===== config.mk =====
export PLATFORM = sky130hd
export DESIGN_NAME = ex_mem_pipe
export DESIGN_NICKNAME = d
export VERILOG_FILES = /design/src/rtl/ex_mem_pkg.sv /design/src/rtl/pipe_skid_buf.sv /design/src/rtl/ex_mem_pipe.sv
export SDC_FILE = /design/constraint.sdc
export NUM_CORES = 1
export LEC_CHECK = 0
export CORE_MARGIN = 8
export CORE_UTILIZATION = 44
export CTS_CLUSTER_DIAMETER = 40
export CTS_CLUSTER_SIZE = 20
export DETAILED_ROUTE_END_ITERATION = 7
export PLACE_DENSITY = 0.82
export RECOVER_POWER = 25
export SYNTH_ARGS = -nofsm -noshare
export SYNTH_HDL_FRONTEND = slang
export SYNTH_SLANG_ARGS = --single-unit

===== constraint.sdc =====
create_clock -name clk -period 5.55 [get_ports clk]
set_clock_uncertainty 0.1 [all_clocks]
set_input_delay 0.555 -clock clk [delete_from_list [all_inputs] [get_ports clk]]
set_output_delay 0.555 -clock clk [all_outputs]
set_load 0.03 [all_outputs]

===== src/rtl/ex_mem_pkg.sv =====
// rtl/ex_mem_pkg.sv - EX/MEM entry field widths, control bit positions and packed payload offsets
package ex_mem_pkg;

    localparam int CTRL_W         = 4;
    localparam int CTRL_REG_WRITE = 0;
    localparam int CTRL_MEM_READ  = 1;
    localparam int CTRL_MEM_WRITE = 2;
    localparam int CTRL_BRANCH    = 3;

    localparam int PC_W      = 15;
    localparam int DATA_W    = 16;
    localparam int REGADDR_W = 4;

    // Packed entry layout, LSB first: rd, write_data, alu_result, pc, ctrl
    localparam int RD_LSB    = 0;
    localparam int WDATA_LSB = RD_LSB + REGADDR_W;
    localparam int ALU_LSB   = WDATA_LSB + DATA_W;
    localparam int PC_LSB    = ALU_LSB + DATA_W;
    localparam int CTRL_LSB  = PC_LSB + PC_W;
    localparam int ENTRY_W   = CTRL_LSB + CTRL_W;

    function automatic int entry_width(input int pc_w, input int data_w, input int regaddr_w);
        return CTRL_W + pc_w + 2 * data_w + regaddr_w;
    endfunction

endpackage


===== src/rtl/pipe_skid_buf.sv =====
// rtl/pipe_skid_buf.sv - generic two-entry valid/ready skid buffer with flush and registered ready
module pipe_skid_buf #(
    parameter int WIDTH = 8
) (
    input  logic             i_clk,
    input  logic             i_reset,
    input  logic             i_flush,
    input  logic             i_valid,
    output logic             o_ready,
    input  logic [WIDTH-1:0] i_data,
    output logic             o_valid,
    input  logic             i_ready,
    output logic [WIDTH-1:0] o_data,
    output logic             o_skid_valid,
    output logic [WIDTH-1:0] o_skid_data
);

    logic             r_main_valid;
    logic             r_skid_valid;
    logic             r_ready;
    logic [WIDTH-1:0] r_main_data;
    logic [WIDTH-1:0] r_skid_data;

    logic w_accept;
    logic w_retire;
    logic w_main_free;
    logic w_skid_valid_next;

    assign w_accept    = i_valid && r_ready;
    assign w_retire    = r_main_valid && i_ready;
    assign w_main_free = !r_main_valid || w_retire;

    // A free main slot drains the skid first, so an incoming beat only lands in the skid if one is already there.
    always_comb begin
        w_skid_valid_next = 1'b0;
        if (!i_flush) begin
            if (w_main_free)
                w_skid_valid_next = r_skid_valid && w_accept;
            else
                w_skid_valid_next = r_skid_valid || w_accept;
        end
    end

    always_ff @(posedge i_clk) begin
        if (i_reset) begin
            r_main_valid <= 1'b0;
            r_skid_valid <= 1'b0;
            r_ready      <= 1'b1;
        end else begin
            r_ready      <= !w_skid_valid_next;
            r_skid_valid <= w_skid_valid_next;
            if (i_flush)
                r_main_valid <= 1'b0;
            else if (w_main_free)
                r_main_valid <= r_skid_valid || w_accept;
        end
    end

    always_ff @(posedge i_clk) begin
        if (!i_flush && w_main_free) begin
            if (r_skid_valid)
                r_main_data <= r_skid_data;
            else if (w_accept)
                r_main_data <= i_data;
        end
        if (!i_flush && w_accept && (r_skid_valid || !w_main_free))
            r_skid_data <= i_data;
    end

    assign o_ready      = r_ready;
    assign o_valid      = r_main_valid;
    assign o_data       = r_main_data;
    assign o_skid_valid = r_skid_valid;
    assign o_skid_data  = r_skid_data;

endmodule


===== src/rtl/ex_mem_pipe.sv =====
// rtl/ex_mem_pipe.sv - elastic EX->MEM stage over pipe_skid_buf; EX_MEM_FWD_EN adds fwd0/fwd1 bypass ports
module ex_mem_pipe
    import ex_mem_pkg::*;
#(
    parameter int PC_WIDTH      = PC_W,
    parameter int DATA_WIDTH    = DATA_W,
    parameter int REGADDR_WIDTH = REGADDR_W
) (
    input  logic                     clk,
    input  logic                     reset,
    input  logic                     flush,
    input  logic                     ex_valid,
    output logic                     ex_ready,
    input  logic                     ex_reg_write,
    input  logic                     ex_mem_read,
    input  logic                     ex_mem_write,
    input  logic                     ex_branch,
    input  logic [PC_WIDTH-1:0]      ex_pc,
    input  logic [DATA_WIDTH-1:0]    ex_alu_result,
    input  logic [DATA_WIDTH-1:0]    ex_reg_data2,
    input  logic [REGADDR_WIDTH-1:0] ex_rd,
    output logic                     mem_valid,
    input  logic                     mem_ready,
    output logic                     mem_reg_write,
    output logic                     mem_mem_read,
    output logic                     mem_mem_write,
    output logic                     mem_branch,
    output logic [PC_WIDTH-1:0]      mem_pc,
    output logic [DATA_WIDTH-1:0]    mem_alu_result,
    output logic [DATA_WIDTH-1:0]    mem_write_data,
`ifdef EX_MEM_FWD_EN
    output logic [REGADDR_WIDTH-1:0] mem_rd,
    output logic                     fwd0_valid,
    output logic [REGADDR_WIDTH-1:0] fwd0_rd,
    output logic [DATA_WIDTH-1:0]    fwd0_data,
    output logic                     fwd1_valid,
    output logic [REGADDR_WIDTH-1:0] fwd1_rd,
    output logic [DATA_WIDTH-1:0]    fwd1_data
`else
    output logic [REGADDR_WIDTH-1:0] mem_rd
`endif
);

    localparam int L_RD_LSB    = 0;
    localparam int L_WDATA_LSB = L_RD_LSB + REGADDR_WIDTH;
    localparam int L_ALU_LSB   = L_WDATA_LSB + DATA_WIDTH;
    localparam int L_PC_LSB    = L_ALU_LSB + DATA_WIDTH;
    localparam int L_CTRL_LSB  = L_PC_LSB + PC_WIDTH;
    localparam int L_ENTRY_W   = entry_width(PC_WIDTH, DATA_WIDTH, REGADDR_WIDTH);

    logic [CTRL_W-1:0]    w_in_ctrl;
    logic [L_ENTRY_W-1:0] w_in_entry;
    logic                 w_main_valid;
    logic [L_ENTRY_W-1:0] w_main_entry;
    logic                 w_skid_valid;
    logic [L_ENTRY_W-1:0] w_skid_entry;
    logic                 w_ready;

    // Writes to x0 are squashed at capture so nothing downstream has to re-check rd.
    assign w_in_ctrl  = {ex_branch, ex_mem_write, ex_mem_read, ex_reg_write && (ex_rd != '0)};
    assign w_in_entry = {w_in_ctrl, ex_pc, ex_alu_result, ex_reg_data2, ex_rd};

    pipe_skid_buf #(
        .WIDTH(L_ENTRY_W)
    ) u_skid_buf (
        .i_clk       (clk),
        .i_reset     (reset),
        .i_flush     (flush),
        .i_valid     (ex_valid),
        .o_ready     (w_ready),
        .i_data      (w_in_entry),
        .o_valid     (w_main_valid),
        .i_ready     (mem_ready),
        .o_data      (w_main_entry),
        .o_skid_valid(w_skid_valid),
        .o_skid_data (w_skid_entry)
    );

    assign ex_ready  = w_ready;
    assign mem_valid = w_main_valid;

    // Payload is gated too so an empty stage (including just after reset) presents all zeros.
    assign mem_reg_write  = w_main_valid && w_main_entry[L_CTRL_LSB + CTRL_REG_WRITE];
    assign mem_mem_read   = w_main_valid && w_main_entry[L_CTRL_LSB + CTRL_MEM_READ];
    assign mem_mem_write  = w_main_valid && w_main_entry[L_CTRL_LSB + CTRL_MEM_WRITE];
    assign mem_branch     = w_main_valid && w_main_entry[L_CTRL_LSB + CTRL_BRANCH];
    assign mem_pc         = w_main_valid ? w_main_entry[L_PC_LSB +: PC_WIDTH] : '0;
    assign mem_alu_result = w_main_valid ? w_main_entry[L_ALU_LSB +: DATA_WIDTH] : '0;
    assign mem_write_data = w_main_valid ? w_main_entry[L_WDATA_LSB +: DATA_WIDTH] : '0;
    assign mem_rd         = w_main_valid ? w_main_entry[L_RD_LSB +: REGADDR_WIDTH] : '0;

`ifdef EX_MEM_FWD_EN
    assign fwd0_valid = w_main_valid && w_main_entry[L_CTRL_LSB + CTRL_REG_WRITE]
                        && !w_main_entry[L_CTRL_LSB + CTRL_MEM_READ];
    assign fwd0_rd    = w_main_entry[L_RD_LSB +: REGADDR_WIDTH];
    assign fwd0_data  = w_main_entry[L_ALU_LSB +: DATA_WIDTH];
    assign fwd1_valid = w_skid_valid && w_skid_entry[L_CTRL_LSB + CTRL_REG_WRITE]
                        && !w_skid_entry[L_CTRL_LSB + CTRL_MEM_READ];
    assign fwd1_rd    = w_skid_entry[L_RD_LSB +: REGADDR_WIDTH];
    assign fwd1_data  = w_skid_entry[L_ALU_LSB +: DATA_WIDTH];
`else
    logic w_unused_skid;
    assign w_unused_skid = ^{w_skid_valid, w_skid_entry};
`endif

endmodule


==> GITHUB_STEP_SUMMARY, run 1 <==
## PnR job results

| Metric | Value |
|---|---|
| Status | complete, but fails checks |
| Failing checks | capacitance limit, slew limit |
| Dominant cell area share | 73.87% |
| Ys cells | 248 |
| Worst Tran Pin Value | 2.983 ns |
| CP bufs+invs | 1 |
| Area fraction in compound gates | 0.4197% |
| Syn Std Cell Area | 4472 um2 |
| Non-clk buf share | 18.75% |
| Remaining DRCs | 0 |
| Max incr delay on CP | 2.12 ns |
| Fin. Hold Viols | 0 |
| Routed wl met3 | 622 um |
| Hold path cells | 1 |
| Max Clk Rate | 294.9 MHz |
| Final min period | 3.391 ns |
| Setup slack after layout | 2.159 ns |
| Via count | 2477 |
| Clock root buffer | clkbuf_8 |
| Synthesized net count | 308 |
| Yosys stat area | 4472 um2 |
| Largest net degree at the start of global routing | 56 |
| Hold-fix buffers, CTS | 0 |
| Crit path from | u_skid_buf.o_skid_valid$_SDFF_PP0_ |
| Die height | 116.8 um |
| Post-route ant nets | 0 |
| Htree depth | 4 |
| Netlist cell types | 15 |
| Post-CTS Setup Inserts | 0 |
| Pre-Place Util | 44.31% |
| I/O Buffers | 116 |
| First-pass GRT wire length | 13520 um |
| Vias in the first global route | 2705 |
| Cell area power density | 334.2 nW/um2 |
| Area after detailed placement | 5777 um2 |
| Initial antenna violation count | 0 |
| Non-clock buffers | 120 |
| CP cell instances | clkbuf_1, mux2_2 |
| Mux share | 13.85% |
| FA/HA/MAJ Cells, Area Fraction | 0.2518% |
| GRT met3 Usage | 5.336% |
| Flop count | 113 |
| Crit path DAT | 3.52 ns |
| Worst Path Class, Setup | reg2reg |
| CTS tree | done |
| Worst reg2reg path depth | 2 |
| Logic pwr share | 6.5% |
| Worst setup SP type | flip-flop |
| Max layer used | met4 |
| Synth Area per Inst | 18.03 um2 |
| Met1 global-route usage | 14.46% |
| Leakage | 0.002149 uW |
| Total Routed Length | 8756 um |
| Routability cong. | 0.7128 |
| Reg clk slew, reported paths | 0.06 ns |
| Crit. End Element | flip-flop |
| Final Cell Area | 6332 um2 |
| DRT met1 WL | 3585 um |
| Critical Path RT | 5.68 ns |
| Die area | 13640 um2 |
| Switch Pwr | 444.8 uW |
| OpenROAD warnings | 26 |
| Final std cells w/o fill | 524 |
| Clk_lat worst skew | 0.49 ns |
| CTS buffer count | 17 |
| Most common reg cell | edfxtp_1 |
| P_comb | 137 uW |
| XOR/XNOR Area Share | 0% |
| Top Layout Cells | 110 x edfxtp_1, 62 x clkdlybuf4s50_1, 57 x and2_1, 55 x mux2_2, 54 x dlygate4sd3_1 |
| Yosys simple share | 8.758% |
| MaxCap Viol Count | 1 |
| Die width | 116.8 um |
| Clock Tree Buf Depth | 2 |
| Commonest cells in the netlist | 110 x edfxtp_1, 57 x and2_1, 55 x mux2_2, 6 x clkbuf_1 |
| Internal | 1671 uW |
| Hold Path End | u_skid_buf.o_data[30]$_DFFE_PP_ |
| Hold path start | u_skid_buf.o_skid_data[30]$_DFFE_PP_ |
| Top-count cell post-synth | edfxtp_1 |
| Switching part of the total | 21.02% |
| Commonest non-fill, non-tap cell in the layout | edfxtp_1 |
| Setup TNS | 0 ns |
| Post-synth regs | 113 |
| Total power draw | 2116 uW |
| Final Net Count | 435 |
| Register area | 3363 um2 |
| Diodes inserted | 0 |
| RSZ-0062 raised after global routing | false |
| Combinational Area | 1051 um2 |
| Crit path to | u_skid_buf.o_data[1]$_DFFE_PP_ |
| Total GRT Usage | 13.34% |
| Flop pwr share | 45.9% |
| Clock power share | 47.7% |
| CP max FO | 55 |
| Placed cell count | 492 |
| Power Sequential | 970 uW |
| WHS | 0.4449 ns |
| Period utilization | 61.10% |
| Top cells by area | edfxtp_1 74%, mux2_2 14%, and2_1 8.0%, dfxtp_1 1.3%, buf_6 0.50% |
| Largest cell class by area | sequential cells |
| Ratio of cells with drive above 1 in the final layout | 23.71% |
| Slowest-stage cell, CP | clkbuf_1 |
| Vias per inst | 4.727 |
| RR Startpoint | u_skid_buf.o_skid_valid$_SDFF_PP0_ |
| Synth Warn # | 0 |
| Flip-flops with a built-in enable | 110 |
| RR Endpoint | u_skid_buf.o_data[1]$_DFFE_PP_ |
| Area growth, synth to finish | 41.61% |
| Clk tree area frac | 8.852% |
| Finished Core Util | 62.74% |
| Largest power group | clock |
| Peak supply drop | 0.1729 mV |
| DR WL/cell | 16.71 um |
| Synth Seq Share | 75.21% |
| Overflow left after global routing | 0 |
| Non-clock inverters | 0 |
| Clock Power | 1010 uW |
| Met2 global-route usage | 22.90% |
| Cell family with most CP delay | buffers and inverters |
| Logic Gate Count | 123 |
| CP Depth | 2 |
| Worst Hold Class | reg2reg |
| CTS-repair resized insts | 0 |
| Synthesized instance count | 248 |
| Fraction of area in multi-input gates | 16.60% |
| DRT iter0 DRCs | 94 |
| Clock Buffer Count | 18 |
| Fin. max-slew vios | 56 |
| DP Wirelength | 5646 um |
| Global route hottest layer | met2 |
| Pre-antenna DRT Iters | 4 |
| Dpl ws | 2.721 ns |
| Asr flop ratio synth | 0% |
| Met2 routed WL | 4463 um |
| Slew Limit Headroom | -98.89% |
| Number of setup violations in the final report | 0 |
| Ports | 117 |
| Area leader, netlist | edfxtp_1 |
run_1/gate_families.png
(3 px per um)
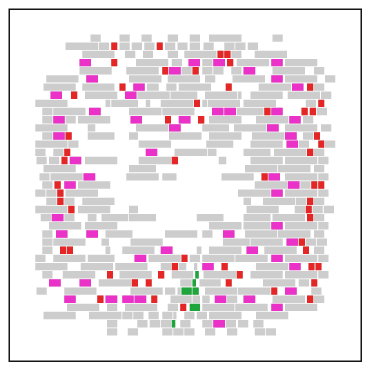
- green: NOR gates (cells 6; where bottom centre)
- red: AND and OR gates (cells 57; where spread over the die)
- magenta: multiplexers (cells 55; where spread over the die)

run_1/zoom.png
Window x 43 to 73, y 43 to 73 um. Cells in grey, sequential cells in the stronger grey; small squares are vias.
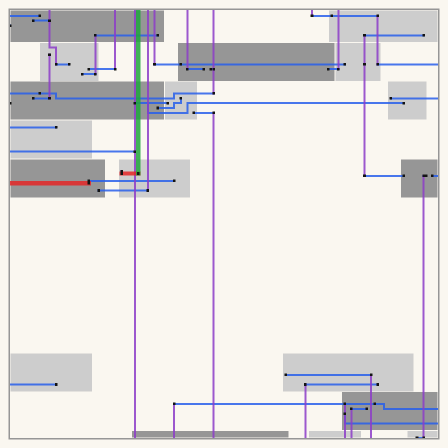
- green: met4
- red: met3
- purple: met2
- blue: met1
- sequential cells in the window: 5
- most frequent: edfxtp_1 (5), clkbuf_16 (4)
- cells with their middle in the window: 14
- netlist names of flops here include: u_skid_buf.o_data (3), u_skid_buf.o_skid_data (2)

run_1/final_placement.png
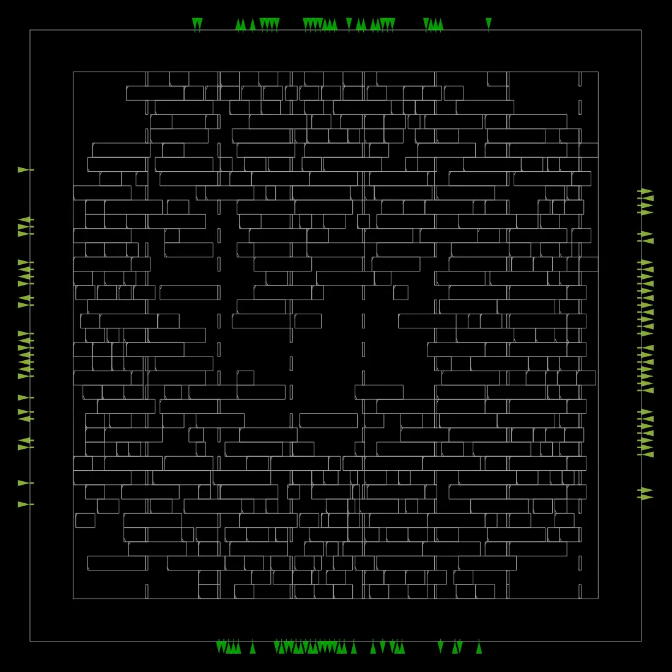
# rows: 37
sequential share of cell area: 53.11%
Placeable Area: 10090 um2
Fillers: 781
Tapcell Cnt: 136

run_1/metal_stack.png
(3 px per um) Only two layers are drawn.
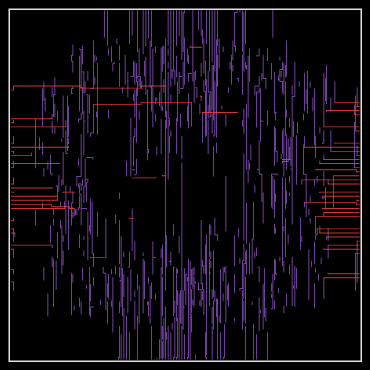

--- run 2 (diff from run 1) ---
==> constraint.sdc (replaced) <==
create_clock -name clk -period 3.01 [get_ports clk]
set_clock_uncertainty 0.1 [all_clocks]
set_input_delay 0.301 -clock clk [delete_from_list [all_inputs] [get_ports clk]]
set_output_delay 0.301 -clock clk [all_outputs]
set_load 0.03 [all_outputs]
run_2/metal_stack.png
(3 px per um) Only two layers are drawn.
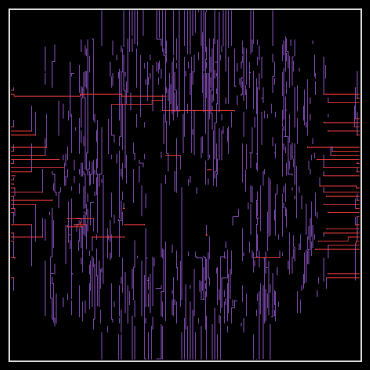
- red: met3 (wire length 556 um)
- purple: met2 (wire length 4760 um)

==> GITHUB_STEP_SUMMARY, run 2 <==
## PnR job results

| Metric | Value |
|---|---|
| Routed wl met3 | 555 um (-11%) |
| Logic pwr share | 6.4% (about the same) |
| Slew Limit Headroom | 49.53% (+150 points) |
| Ys cells | 248 (unchanged) |
| Largest cell class by area | sequential cells |
| Status | completed |
| Hold Path End | u_skid_buf.o_ready$_SDFF_PP1_ |
| Final min period | 2.391 ns |
| Critical Path RT | 2.61 ns (-3.07 ns) |
| Largest net degree at the start of global routing | 56 (unchanged) |
| Combinational Area | 1064 um2 (+1.2%) |
| Max layer used | met4 |
| CP cell instances | buf_4, and2_1, clkdlybuf4s50_1 |
| Sequential share of cell area | 52.34% (-0.78 points) |
| Reg clk slew, reported paths | 0.06 ns (about the same) |
| Top Layout Cells | 110 x edfxtp_1, 62 x clkdlybuf4s50_1, 57 x and2_1, 55 x mux2_2, 54 x dlygate4sd3_1 |
| Worst Hold Class | in2reg |
| Post-route ant nets | 0 (unchanged) |
| Ports | 117 (unchanged) |
| Placed cell count | 495 (+0.61%) |
| Clock power share | 49.8% (+2.1 points) |
| Cell area power density | 635.0 nW/um2 (+90%) |
| Total GRT Usage | 14.29% (+0.95 points) |
| Clock root buffer | clkbuf_8 |
| RR Startpoint | u_skid_buf.o_skid_valid$_SDFF_PP0_ |
| I/O Buffers | 116 (unchanged) |
| Hold-fix buffers, CTS | 0 (unchanged) |
| Leakage | 0.002195 uW (+2.1%) |
| Most common reg cell | edfxtp_1 |
| Htree depth | 4 (unchanged) |
| Peak supply drop | 0.3266 mV (+89%) |
| CP max FO | 35 (-36%) |
| Crit path from | u_skid_buf.o_valid$_SDFFE_PP0N_ |
| Mux share | 13.85% (unchanged) |
| Final std cells w/o fill | 527 (+0.57%) |
| Yosys stat area | 4472 um2 (unchanged) |
| Finished Core Util | 63.67% (+0.93 points) |
| Remaining DRCs | 0 (unchanged) |
| DP Wirelength | 6391 um (+13%) |
| Worst setup SP type | flip-flop |
| Slowest-stage cell, CP | clkdlybuf4s50_1 |
| Synthesized net count | 308 (unchanged) |
| Tapcell Cnt | 136 (unchanged) |
| Asr flop ratio synth | 0% (unchanged) |
| Area growth, synth to finish | 43.70% |
| OpenROAD warnings | 26 (unchanged) |
| Logic Gate Count | 123 (unchanged) |
| Post-synth regs | 113 (unchanged) |
| Final Net Count | 438 (+0.69%) |
| Final Cell Area | 6426 um2 (+1.5%) |
| Ratio of cells with drive above 1 in the final layout | 24.30% (+0.59 points) |
| Synth Seq Share | 75.21% (unchanged) |
| Clock Buffer Count | 18 (unchanged) |
| Routability cong. | 0.6749 (-5.3%) |
| MaxCap Viol Count | 0 (-1) |
| Vias per inst | 4.860 (+2.8%) |
| Flop count | 113 (unchanged) |
| WHS | 0.3006 ns (-0.1443 ns) |
| Met2 global-route usage | 24.78% (+1.9 points) |
| Worst Tran Pin Value | 0.7560 ns (-2.227 ns) |
| Cell family with most CP delay | buffers and inverters |
| Synth Warn # | 0 (unchanged) |
| Fin. max-slew vios | 0 (-100%) |
| Period utilization | 79.42% |
| Dominant cell area share | 73.87% (unchanged) |
| Initial antenna violation count | 0 (unchanged) |
| Placeable Area | 10090 um2 (unchanged) |
| Syn Std Cell Area | 4472 um2 (unchanged) |
| Top cells by area | edfxtp_1 74%, mux2_2 14%, and2_1 8.0%, dfxtp_1 1.3%, buf_6 0.50% |
| Total power draw | 4081 uW (+93%) |
| RR Endpoint | u_skid_buf.o_data[54]$_DFFE_PP_ |
| Fraction of area in multi-input gates | 16.55% (-0.048 points) |
| Worst Path Class, Setup | reg2out |
| Die width | 116.8 um (unchanged) |
| DRT iter0 DRCs | 102 (+8.5%) |
| Largest power group | clock |
| Vias in the first global route | 2852 (+5.4%) |
| Pre-antenna DRT Iters | 4 (unchanged) |
| Register area | 3363 um2 (unchanged) |
| Diodes inserted | 0 (unchanged) |
| CTS-repair resized insts | 0 (unchanged) |
| Crit path to | mem_write_data[10] |
| CTS buffer count | 17 (unchanged) |
| Pre-Place Util | 44.31% (unchanged) |
| Clock Power | 2030 uW (+100%) |
| CP bufs+invs | 2 (+1) |
| Worst reg2reg path depth | 2 (unchanged) |
| Global route hottest layer | met2 |
| Crit. End Element | output port |
| Yosys simple share | 8.758% (unchanged) |
| CTS tree | done |
| Power Sequential | 1790 uW (+85%) |
| FA/HA/MAJ Cells, Area Fraction | 0.2518% (unchanged) |
| Post-CTS Setup Inserts | 0 (unchanged) |
| Non-clk buf share | 19.04% (+0.29 points) |
| Commonest cells in the netlist | 110 x edfxtp_1, 57 x and2_1, 55 x mux2_2, 6 x clkbuf_1 |
| Synth Area per Inst | 18.03 um2 (unchanged) |
| Clk tree area frac | 9.424% (+0.57 points) |
| Met2 routed WL | 4764 um (+6.7%) |
| GRT met3 Usage | 4.874% (-0.46 points) |
| DRT met1 WL | 3955 um (+10%) |
| P_comb | 263 uW (+92%) |
| Area after detailed placement | 5824 um2 (+0.82%) |
| Area leader, netlist | edfxtp_1 |
| Non-clock buffers | 123 (+2.5%) |
| CP Depth | 3 (+1) |
| Netlist cell types | 15 (unchanged) |
| Met1 global-route usage | 16.55% (+2.1 points) |
| First-pass GRT wire length | 14680 um (+8.6%) |
| Number of setup violations in the final report | 0 (unchanged) |
| Non-clock inverters | 0 (unchanged) |
| Flip-flops with a built-in enable | 110 (unchanged) |
run_2/gate_families.png
(3 px per um)
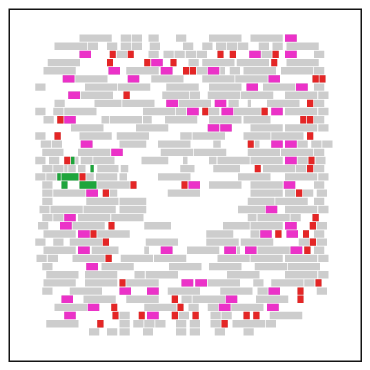

--- run 3 (diff from run 2) ---
==> constraint.sdc (replaced) <==
create_clock -name clk -period 2 [get_ports clk]
set_clock_uncertainty 0.1 [all_clocks]
set_input_delay 0.2 -clock clk [delete_from_list [all_inputs] [get_ports clk]]
set_output_delay 0.2 -clock clk [all_outputs]
set_load 0.03 [all_outputs]
run_3/gate_families.png
(3 px per um)
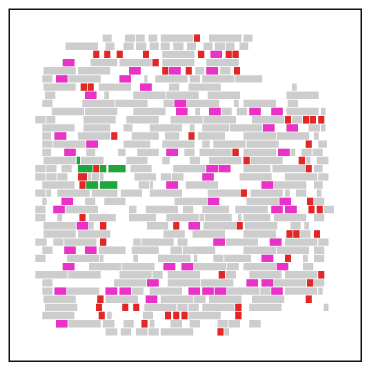
- red: AND and OR gates (cells 57; where spread over the die)
- magenta: multiplexers (cells 55)
- green: NOR gates (cells 6; where middle left)

==> GITHUB_STEP_SUMMARY, run 3 <==
## PnR job results

| Metric | Value |
|---|---|
| Fin. max-slew vios | 0 (unchanged) |
| Slowest-stage cell, CP | dlygate4sd2_1 |
| Clock power share | 46.9% (-2.9 points) |
| Crit path from | u_skid_buf.o_valid$_SDFFE_PP0N_ |
| Power Sequential | 2690 uW (+50%) |
| Worst Path Class, Setup | reg2out |
| Ratio of cells with drive above 1 in the final layout | 33.76% (+9.5 points) |
| Yosys stat area | 4472 um2 (unchanged) |
| Non-clock buffers | 126 (+2.4%) |
| FA/HA/MAJ Cells, Area Fraction | 0.2518% (unchanged) |
| DRT met1 WL | 3830 um (-3.2%) |
| Peak supply drop | 0.8430 mV (+160%) |
| CP Depth | 3 (unchanged) |
| OpenROAD warnings | 27 (+3.8%) |
| Flip-flops with a built-in enable | 110 (unchanged) |
| I/O Buffers | 116 (unchanged) |
| RR Startpoint | u_skid_buf.o_skid_valid$_SDFF_PP0_ |
| Flop count | 113 (unchanged) |
| First-pass GRT wire length | 14560 um (-0.84%) |
| CP cell instances | buf_12, and2_1, dlygate4sd2_1 |
| Leakage | 0.002324 uW (+5.9%) |
| Pre-antenna DRT Iters | 4 (unchanged) |
| Total power draw | 5799 uW (+42%) |
| Post-route ant nets | 0 (unchanged) |
| Clock root buffer | clkbuf_8 |
| Hold Path End | u_skid_buf.o_ready$_SDFF_PP1_ |
| Period utilization | 93.50% |
| Global route hottest layer | met2 |
| Worst setup SP type | flip-flop |
| Netlist cell types | 15 (unchanged) |
| DRT iter0 DRCs | 102 (unchanged) |
| Fraction of area in multi-input gates | 16.97% (+0.42 points) |
| Htree depth | 4 (unchanged) |
| DR WL/cell | 17.63 um |
| Syn Std Cell Area | 4472 um2 (unchanged) |
| Crit path DAT | 1.57 ns |
| Most common reg cell | edfxtp_1 |
| Met2 routed WL | 4693 um (-1.5%) |
| Finished Core Util | 63.20% (-0.47 points) |
| Synth Area per Inst | 18.03 um2 (unchanged) |
| Die height | 116.8 um |
| Number of setup violations in the final report | 0 (unchanged) |
| Largest cell class by area | sequential cells |
| Logic Gate Count | 123 (unchanged) |
| DP Wirelength | 6588 um (+3.1%) |
| Post-synth regs | 113 (unchanged) |
| Area growth, synth to finish | 42.64% |
| Clock Power | 2720 uW (+34%) |
| Synth Warn # | 0 (unchanged) |
| Ports | 117 (unchanged) |
| Tapcell Cnt | 136 (unchanged) |
| Status | completed |
| WHS | 0.2024 ns (-0.09822 ns) |
| Logic pwr share | 6.7% (+0.3 points) |
| Reg clk slew, reported paths | 0.05 ns (about the same) |
| CP bufs+invs | 2 (unchanged) |
| Top cells by area | edfxtp_1 74%, mux2_2 14%, and2_1 8.0%, dfxtp_1 1.3%, buf_6 0.50% |
| Ys cells | 248 (unchanged) |
| Final std cells w/o fill | 530 (+0.57%) |
| Met2 global-route usage | 24.24% (-0.54 points) |
| Final Net Count | 441 (+0.68%) |
| RR Endpoint | u_skid_buf.o_data[54]$_DFFE_PP_ |
| Placeable Area | 10090 um2 (unchanged) |
| Max layer used | met5 |
| Worst Tran Pin Value | 0.7294 ns (-0.02655 ns) |
| Dominant cell area share | 73.87% (unchanged) |
| Register area | 3368 um2 (+0.15%) |
| Die width | 116.8 um (unchanged) |
| Pre-Place Util | 44.31% (unchanged) |
| MaxCap Viol Count | 0 (unchanged) |
| Vias per inst | 4.766 (-1.9%) |
| Overflow left after global routing | 0 |
| Internal | 4622 uW |
| Yosys simple share | 8.758% (unchanged) |
| Placed cell count | 497 (+0.40%) |
| Final min period | 1.870 ns |
| Area after detailed placement | 5924 um2 (+1.7%) |
| Synthesized net count | 308 (unchanged) |
| Synth Seq Share | 75.21% (unchanged) |
| Area leader, netlist | edfxtp_1 |
| Remaining DRCs | 0 (unchanged) |
| Largest power group | clock |
| Hold-fix buffers, CTS | 0 (unchanged) |
| Mux share | 13.85% (unchanged) |
| Critical Path RT | 1.70 ns (-0.91 ns) |
| CTS-repair resized insts | 95 (+95) |
| Post-CTS Setup Inserts | 0 (unchanged) |
| Routability cong. | 0.7101 (+5.2%) |
| Vias in the first global route | 2751 (-3.5%) |
| Sequential share of cell area | 52.80% (+0.47 points) |
| Total GRT Usage | 14.42% (+0.13 points) |
| Clk tree area frac | 8.513% (-0.91 points) |
| P_comb | 391 uW (+49%) |
| Worst Hold Class | in2reg |
| CP max FO | 17 (-51%) |
| Top Layout Cells | 110 x edfxtp_1, 55 x mux2_2, 55 x and2_1, 54 x dlygate4sd3_1 |
| Clock Tree Buf Depth | 2 |
| Asr flop ratio synth | 0% (unchanged) |
| Final Cell Area | 6379 um2 (-0.74%) |
| Largest net degree at the start of global routing | 32 (-43%) |
| Dominant combinational family | multiplexers |
| Crit path to | mem_pc[10] |
| Commonest cells in the netlist | 110 x edfxtp_1, 57 x and2_1, 55 x mux2_2, 6 x clkbuf_1 |
| Slew Limit Headroom | 51.37% (+1.8 points) |
| Initial antenna violation count | 1 (+1) |
| CTS tree | done |
| GRT met3 Usage | 6.157% (+1.3 points) |
| Crit. End Element | output port |
| Worst reg2reg path depth | 2 (unchanged) |
| Cell family with most CP delay | buffers and inverters |
| Met1 global-route usage | 16.37% (-0.18 points) |
| Routed wl met3 | 740 um (+33%) |
| Non-clk buf share | 19.05% (about the same) |
| Diodes inserted | 0 (unchanged) |
| Non-clock inverters | 0 (unchanged) |
| CTS buffer count | 17 (unchanged) |
| Die area | 13640 um2 |
| Combinational Area | 1082 um2 (+1.8%) |
| Clock Buffer Count | 20 (+2) |
| Cell area power density | 909.2 nW/um2 (+43%) |
No activity file was given, so power comes from the tool's default toggle rates.
